Figure 1. The metal 3 layer.
(1 px per um)
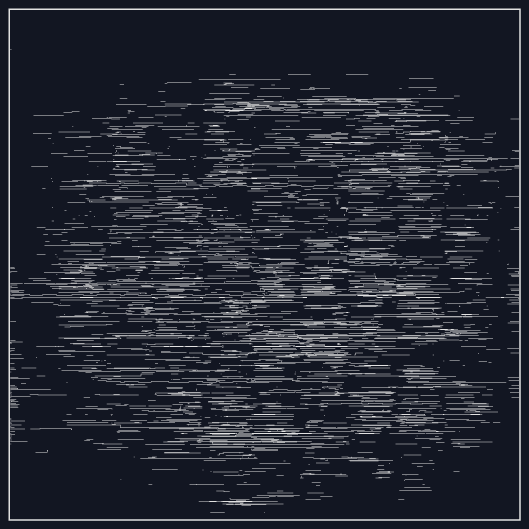
Figure 2. Wiring by layer.
(1 px per um)
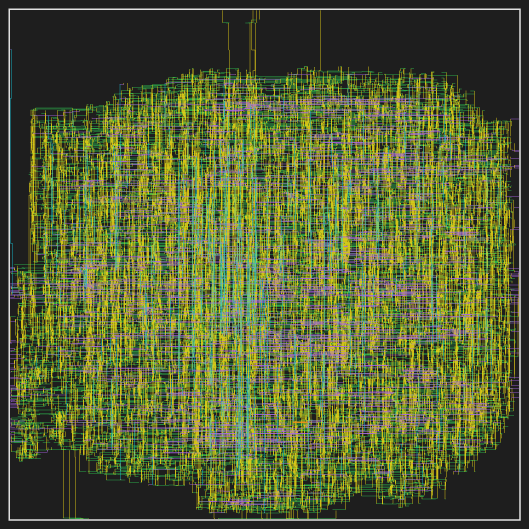
Figure 3. Clock routing.
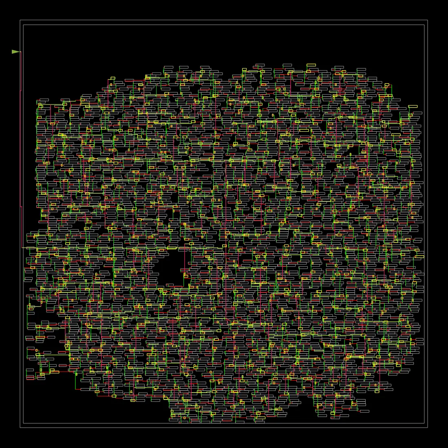
==> src/rtl/qcs_dyn_pre_gen_cap_pkg.sv <==
// Shared types for the dynamic preamble generator output capture buffer.
//   cap_state_e : capture FSM states
//   cap_entry_t : one FIFO entry {sop, eop, I lanes, Q lanes} for the default lane geometry
package qcs_dyn_pre_gen_cap_pkg;

  localparam int unsigned CAP_DW  = 12;
  localparam int unsigned CAP_NCH = 2;
  localparam int unsigned CAP_LW  = CAP_DW * CAP_NCH;

  typedef enum logic [1:0] {
    IDLE   = 2'd0,
    ACTIVE = 2'd1,
    DROP   = 2'd2
  } cap_state_e;

  typedef struct packed {
    logic              sop;
    logic              eop;
    logic [CAP_LW-1:0] i;
    logic [CAP_LW-1:0] q;
  } cap_entry_t;

  // Width of a flattened entry for an arbitrary lane geometry.
  function automatic int unsigned cap_entry_width(int unsigned dw, int unsigned nch);
    return 2 + 2 * dw * nch;
  endfunction

endpackage

==> src/rtl/qcs_sync_fifo_fwft.sv <==
// Single-clock first-word-fall-through FIFO.
//   clk_i, rst_ni   : clock, async active-low reset
//   wr_en_i/data_i  : write request and data
//   wr_ready_o      : write accepted this cycle (not full, or a pop frees a slot)
//   rd_en_i         : pop head entry, ignored when empty
//   rd_data_o       : head entry (zero when empty)
//   rd_vld_o        : FIFO not empty
//   level_o         : occupancy
module qcs_sync_fifo_fwft #(
  parameter int unsigned WIDTH = 8,
  parameter int unsigned DEPTH = 8
) (
  input  logic                     clk_i,
  input  logic                     rst_ni,
  input  logic                     wr_en_i,
  input  logic [WIDTH-1:0]         wr_data_i,
  output logic                     wr_ready_o,
  input  logic                     rd_en_i,
  output logic [WIDTH-1:0]         rd_data_o,
  output logic                     rd_vld_o,
  output logic [$clog2(DEPTH):0]   level_o
);

  localparam int unsigned AW = $clog2(DEPTH);

  logic [WIDTH-1:0] mem_q [DEPTH];
  logic [AW-1:0]    wr_ptr_q, wr_ptr_d;
  logic [AW-1:0]    rd_ptr_q, rd_ptr_d;
  logic [AW:0]      level_q, level_d;
  logic             empty, full, do_rd, do_wr;

  assign empty      = (level_q == '0);
  assign full       = (level_q == (AW+1)'(DEPTH));
  assign do_rd      = rd_en_i & ~empty;
  // A pop in the same cycle frees the slot, so a full FIFO still accepts the write.
  assign wr_ready_o = ~full | do_rd;
  assign do_wr      = wr_en_i & wr_ready_o;

  always_comb begin
    wr_ptr_d = wr_ptr_q;
    rd_ptr_d = rd_ptr_q;
    level_d  = level_q;
    if (do_wr) wr_ptr_d = wr_ptr_q + AW'(1);
    if (do_rd) rd_ptr_d = rd_ptr_q + AW'(1);
    if (do_wr && !do_rd)      level_d = level_q + (AW+1)'(1);
    else if (do_rd && !do_wr) level_d = level_q - (AW+1)'(1);
  end

  always_ff @(posedge clk_i or negedge rst_ni) begin
    if (!rst_ni) begin
      wr_ptr_q <= '0;
      rd_ptr_q <= '0;
      level_q  <= '0;
    end else begin
      wr_ptr_q <= wr_ptr_d;
      rd_ptr_q <= rd_ptr_d;
      level_q  <= level_d;
    end
  end

  always_ff @(posedge clk_i) begin
    if (do_wr) mem_q[wr_ptr_q] <= wr_data_i;
  end

  assign rd_data_o = empty ? '0 : mem_q[rd_ptr_q];
  assign rd_vld_o  = ~empty;
  assign level_o   = level_q;

endmodule

==> src/rtl/qcs_dyn_pre_gen_out_capture.sv <==
// Multi-channel capture buffer for the dynamic preamble generator output.
// Beats (NCH I/Q pairs) seen while nhtp_re is high are staged one deep, framed into
// packets with SOP/EOP using an idle-gap timeout, and stored in a FWFT FIFO.
// The generator is never backpressured; beats that do not fit are dropped (ovf).
//   clk, reset_n           : clock, async active-low reset
//   cap_en, ovf_clr        : capture enable, overflow sticky clear pulse
//   nhtp_re, data_i/q      : generator valid strobe and lane-packed samples
//   rd_en, rd_vld, rd_*    : FIFO drain interface (head entry with sop/eop)
//   level, pkt_cnt         : FIFO occupancy, packets closed into the FIFO
//   ovf, busy              : beat-dropped sticky flag, FSM not idle
module qcs_dyn_pre_gen_out_capture
  import qcs_dyn_pre_gen_cap_pkg::*;
#(
  parameter int unsigned DW      = CAP_DW,
  parameter int unsigned NCH     = CAP_NCH,
  parameter int unsigned DEPTH   = 64,
  parameter int unsigned GAP_CYC = 4
) (
  input  logic                     clk,
  input  logic                     reset_n,
  input  logic                     cap_en,
  input  logic                     ovf_clr,
  input  logic                     nhtp_re,
  input  logic [NCH*DW-1:0]        data_i,
  input  logic [NCH*DW-1:0]        data_q,
  input  logic                     rd_en,
  output logic                     rd_vld,
  output logic [NCH*DW-1:0]        rd_data_i,
  output logic [NCH*DW-1:0]        rd_data_q,
  output logic                     rd_sop,
  output logic                     rd_eop,
  output logic [$clog2(DEPTH):0]   level,
  output logic [15:0]              pkt_cnt,
  output logic                     ovf,
  output logic                     busy
);

  localparam int unsigned LW = NCH * DW;
  localparam int unsigned EW = cap_entry_width(DW, NCH);
  // Counter only needs to reach GAP_CYC-1; the GAP_CYC-th idle cycle closes the packet.
  localparam int unsigned GW = (GAP_CYC > 1) ? $clog2(GAP_CYC) : 1;
  localparam logic [GW-1:0] GapLast = GW'(GAP_CYC - 1);

  typedef struct packed {
    logic          sop;
    logic          eop;
    logic [LW-1:0] i;
    logic [LW-1:0] q;
  } entry_t;

  cap_state_e  state_q, state_d;
  logic [GW-1:0] gap_q, gap_d;
  entry_t      stg_q, stg_d;
  logic [15:0] pkt_cnt_q, pkt_cnt_d;
  logic        ovf_q, ovf_d;

  entry_t      beat, push_data, rd_entry;
  logic        push, wr_ready, pkt_inc, ovf_set;

  assign beat = '{sop: 1'b0, eop: 1'b0, i: data_i, q: data_q};

  always_comb begin
    state_d   = state_q;
    gap_d     = gap_q;
    stg_d     = stg_q;
    push      = 1'b0;
    push_data = stg_q;
    pkt_inc   = 1'b0;
    ovf_set   = 1'b0;

    unique case (state_q)
      IDLE: begin
        if (cap_en && nhtp_re) begin
          stg_d     = beat;
          stg_d.sop = 1'b1;
          gap_d     = '0;
          state_d   = ACTIVE;
        end
      end
      ACTIVE: begin
        if (!cap_en || (!nhtp_re && gap_q == GapLast)) begin
          // Close: flush the staged beat as the last of the packet.
          push          = 1'b1;
          push_data.eop = 1'b1;
          gap_d         = '0;
          if (wr_ready) begin
            pkt_inc = 1'b1;
            state_d = IDLE;
          end else begin
            ovf_set = 1'b1;
            state_d = DROP;
          end
        end else if (nhtp_re) begin
          push  = 1'b1;
          gap_d = '0;
          if (wr_ready) begin
            stg_d = beat;
          end else begin
            ovf_set = 1'b1;
            state_d = DROP;
          end
        end else begin
          gap_d = gap_q + GW'(1);
        end
      end
      DROP: begin
        if (!cap_en) begin
          state_d = IDLE;
        end else if (nhtp_re) begin
          gap_d = '0;
        end else if (gap_q == GapLast) begin
          gap_d   = '0;
          state_d = IDLE;
        end else begin
          gap_d = gap_q + GW'(1);
        end
      end
      default: state_d = IDLE;
    endcase
  end

  assign pkt_cnt_d = pkt_inc ? pkt_cnt_q + 16'd1 : pkt_cnt_q;
  // A new overflow takes priority over a coincident clear.
  assign ovf_d     = ovf_set ? 1'b1 : (ovf_clr ? 1'b0 : ovf_q);

  always_ff @(posedge clk or negedge reset_n) begin
    if (!reset_n) begin
      state_q   <= IDLE;
      gap_q     <= '0;
      stg_q     <= '0;
      pkt_cnt_q <= '0;
      ovf_q     <= 1'b0;
    end else begin
      state_q   <= state_d;
      gap_q     <= gap_d;
      stg_q     <= stg_d;
      pkt_cnt_q <= pkt_cnt_d;
      ovf_q     <= ovf_d;
    end
  end

  qcs_sync_fifo_fwft #(
    .WIDTH (EW),
    .DEPTH (DEPTH)
  ) u_fifo (
    .clk_i      (clk),
    .rst_ni     (reset_n),
    .wr_en_i    (push),
    .wr_data_i  (push_data),
    .wr_ready_o (wr_ready),
    .rd_en_i    (rd_en),
    .rd_data_o  (rd_entry),
    .rd_vld_o   (rd_vld),
    .level_o    (level)
  );

  assign rd_data_i = rd_entry.i;
  assign rd_data_q = rd_entry.q;
  assign rd_sop    = rd_entry.sop;
  assign rd_eop    = rd_entry.eop;
  assign pkt_cnt   = pkt_cnt_q;
  assign ovf       = ovf_q;
  assign busy      = (state_q != IDLE);

endmodule
==> config.mk <==
export PLATFORM = sky130hd
export DESIGN_NAME = qcs_dyn_pre_gen_out_capture
export DESIGN_NICKNAME = d
export VERILOG_FILES = /design/src/rtl/qcs_dyn_pre_gen_cap_pkg.sv /design/src/rtl/qcs_sync_fifo_fwft.sv /design/src/rtl/qcs_dyn_pre_gen_out_capture.sv
export SDC_FILE = /design/constraint.sdc
export NUM_CORES = 2
export LEC_CHECK = 0
export CORE_MARGIN = 4
export CORE_UTILIZATION = 50
export CTS_BUF_LIST = sky130_fd_sc_hd__clkbuf_8
export DETAILED_ROUTE_END_ITERATION = 12
export HOLD_SLACK_MARGIN = 0.02
export PLACE_DENSITY = 0.67
export SYNTH_ARGS = -nofsm -noshare
export SYNTH_HDL_FRONTEND = slang
export SYNTH_SLANG_ARGS = --single-unit
==> constraint.sdc <==
create_clock -name clk -period 13.4 [get_ports clk]
set_clock_uncertainty 0.2 [all_clocks]
set_input_delay 1.34 -clock clk [delete_from_list [all_inputs] [get_ports clk]]
set_output_delay 1.34 -clock clk [all_outputs]
set_load 0.01 [all_outputs]
==> GITHUB_STEP_SUMMARY <==
## Implementation flow summary

| Metric | Value |
|---|---|
| Unrepaired setup endpoints after global routing | `no` |
| DR pass1 iterations | `6` |
| Die area | `259,000 um2` |
| Vias in the first global route | `64,500` |
| CTS tree | `built` |
| Crit path time final | `7.79 ns` |
| Worst Hold Class | `reg2reg` |
| Max Root-Sink Buffers | `4` |
| PortBufs | `129` |
| CP max stage delay | `1.05 ns` |
| WL met1 | `135 mm` |
| Fin cells | `9,896` |
| Setup bufs post-CTS | `0` |
| Min-delay src | `pkt_cnt[15]` |
| Comb power | `9220 uW` |
| Yosys reg bits | `3,289` |
| WL per Instance | `36.0 um` |
| Top reg by flops | `u_fifo.mem_q` |
| Slowest-stage cell, CP | `dfrtp_4` |
| Async SR Flop Fraction | `2.71%` |
| Detailed placement HPWL | `182 mm` |
| Crit. End Element | `output port` |
| Vias/cell | `6.57` |
| GR Layer Usage met1 | `39.0%` |
| Top cells by count | `3,200 x edfxtp_1, 637 x mux4_2, 421 x mux2i_1` |
| Cell Area, Synth | `126,000 um2` |
| Leakage Power | `0.0452 uW` |
| Root Driver | `clkbuf_8` |
| Rows | `183` |
| Area fraction in compound gates | `3.75%` |
| Yosys cell types | `60` |
| Ratio of cells with drive above 1 in the final layout | `23.9%` |
| Final period util | `58.2%` |
| Drt drc | `0` |
| Syn_area_per_cell | `22.1 um2` |
| R2R cell count | `8` |
| Synth Area in Adders | `0.165%` |
| Cell area leaders | `edfxtp_1 77%, mux4_2 11%, mux2i_1 3.4%` |
| Seq power | `13,900 uW` |
| Die width | `509 um` |
| Yosys xor share | `0.195%` |
| All-Layer GR Usage | `27.3%` |
| Crit path cell chain | `buf_12, buf_4, mux4_2, a22o_1, a211oi_1, a21oi_1, a22o_1, clkdlybuf4s50_1` |
| Critical path peak fanout | `110` |
| Reg2Reg Launch Point | `state_q[1]` |
| Placed insts | `9,006` |
| First-pass GRT wire length | `495 mm` |
| Power share of the combinational group | `30.1%` |
| Yosys stat chip area | `126,000 um2` |
| Outcome | `complete, no violations` |
| Switching Power | `10,300 uW` |
| CTS H-Tree Depth | `5` |
| Top pwr grp | `registers` |
| CP Capture Point | `rd_data_q[14]` |
| Pwr dens | `218 nW/um2` |
| Sequential power share | `45.5%` |
| Commonest Layout Cell | `edfxtp_1` |
| Top sig layer | `met5` |
| Hold-fix buffers, CTS | `1` |
| Synthesized instance count | `5,696` |
| Fmax | `128 MHz` |
| Log Warnings | `43` |
| Multi-input logic area | `26,300 um2` |
| Simple-Gate Area Share | `0.954%` |
| Slew Viols, Final | `0` |
| Dominant synthesized flop cell | `edfxtp_1` |
| Maximum vdd drop | `0.298 mV` |
| Die span in y | `509 um` |
| Top cell area share | `76.5%` |
| Worst reg2reg setup slack | `8.24 ns` |
| Reg area | `98,400 um2` |
| R2r endpoint | `u_fifo.mem_q[38][29]` |
| CP required | `11.86 ns` |
| Setup CP Type | `reg2out` |
| CTS resizes | `0` |
| Syn_nets | `5,766` |
| CP top delay family | `buffers and inverters` |
| Worst hold path depth | `1` |
| Slew HR | `7.73%` |
| Grt met2 use | `41.3%` |
| Max FFs per register | `3,200` |
| WP buf/inv | `3` |
| Most frequent cells in the layout | `3,200 x edfxtp_1, 637 x mux4_2, 503 x clkbuf_8, 421 x mux2i_1, 179 x inv_1` |
| Most frequent CP cell | `a22o_1` |
| Final wirelength | `356 mm` |
| Nets@finish | `6,244` |
| 1st-iter DRT viols | `10,100` |
| Switching share of power | `33.6%` |
| Largest net degree at the start of global routing | `142` |
| Final setup viols | `0` |
| Startpoint Class | `flop` |
| Flip-flops with a built-in enable | `3,200` |
| Final hold violations | `0` |
| M3 GR Usage | `6.60%` |
| Cell type with the largest total area | `edfxtp_1` |
| Starting Density | `50.4%` |
| Int Power | `20,300 uW` |
| Fill count | `18,200` |
| Clk slew on worst S/H paths | `0.07 ns` |
| Mux share | `15.4%` |
| Worst setup path start | `u_fifo.rd_ptr_q[0]` |
| RePlAce Congestion | `0.791` |
| Core ar. | `249,000 um2` |
| Total gr overflow | `0` |
| Met3 wire len | `42.6 mm` |
| Post-Route Setup TNS | `0 ns` |
About Figure 1:
longest straight run: 165 um
share of all routed wire: 12%
main direction: horizontal
wire length on this layer: 42.6 mm

About Figure 2:
legend:
  M1:
    color: green
    wire_length: 135 mm
  M4:
    color: cyan
    wire_length: 14,000 um
  M3:
    color: purple
    wire_length: 42.6 mm
  M2:
    color: yellow
    wire_length: 165 mm
  M5:
    color: orange
    wire_length: 12.9 um

About Figure 3:
Power Clock: 7480 uW
Clk Latency, worst-skew pair: 1.11 ns
Sink Count: 3,289

## cell type report
type                    count  area share (%)
diodes                      8          0.0143
flip-flops and latches   3289            70.1
clock inverters           378            1.33
repair buffers            305            1.92
well taps                3330            2.97
clock buffers             503            4.93
inverters                  14          0.0374
multi-input cells        2069            18.7
## through the flow
| step | cell area (um2) | utilization, % | hold WS (ns) | worst slack, ns | power, uW |
|---|---|---|---|---|---|
| floorplan | 126000 | - | 0.285 | 8.12 | 19500 |
| global placement | 132000 | 52.8 | 0.261 | 6.67 | 23100 |
| detailed placement | 132000 | 52.8 | 0.255 | 6.72 | 23300 |
| CTS | 140000 | 56.3 | 0.275 | 5.50 | 30700 |
| global route | 140000 | 56.3 | 0.286 | 5.13 | 31700 |
| finish | 140000 | 56.3 | 0.273 | 5.61 | 30600 |
Power and IR drop assume default switching activity.
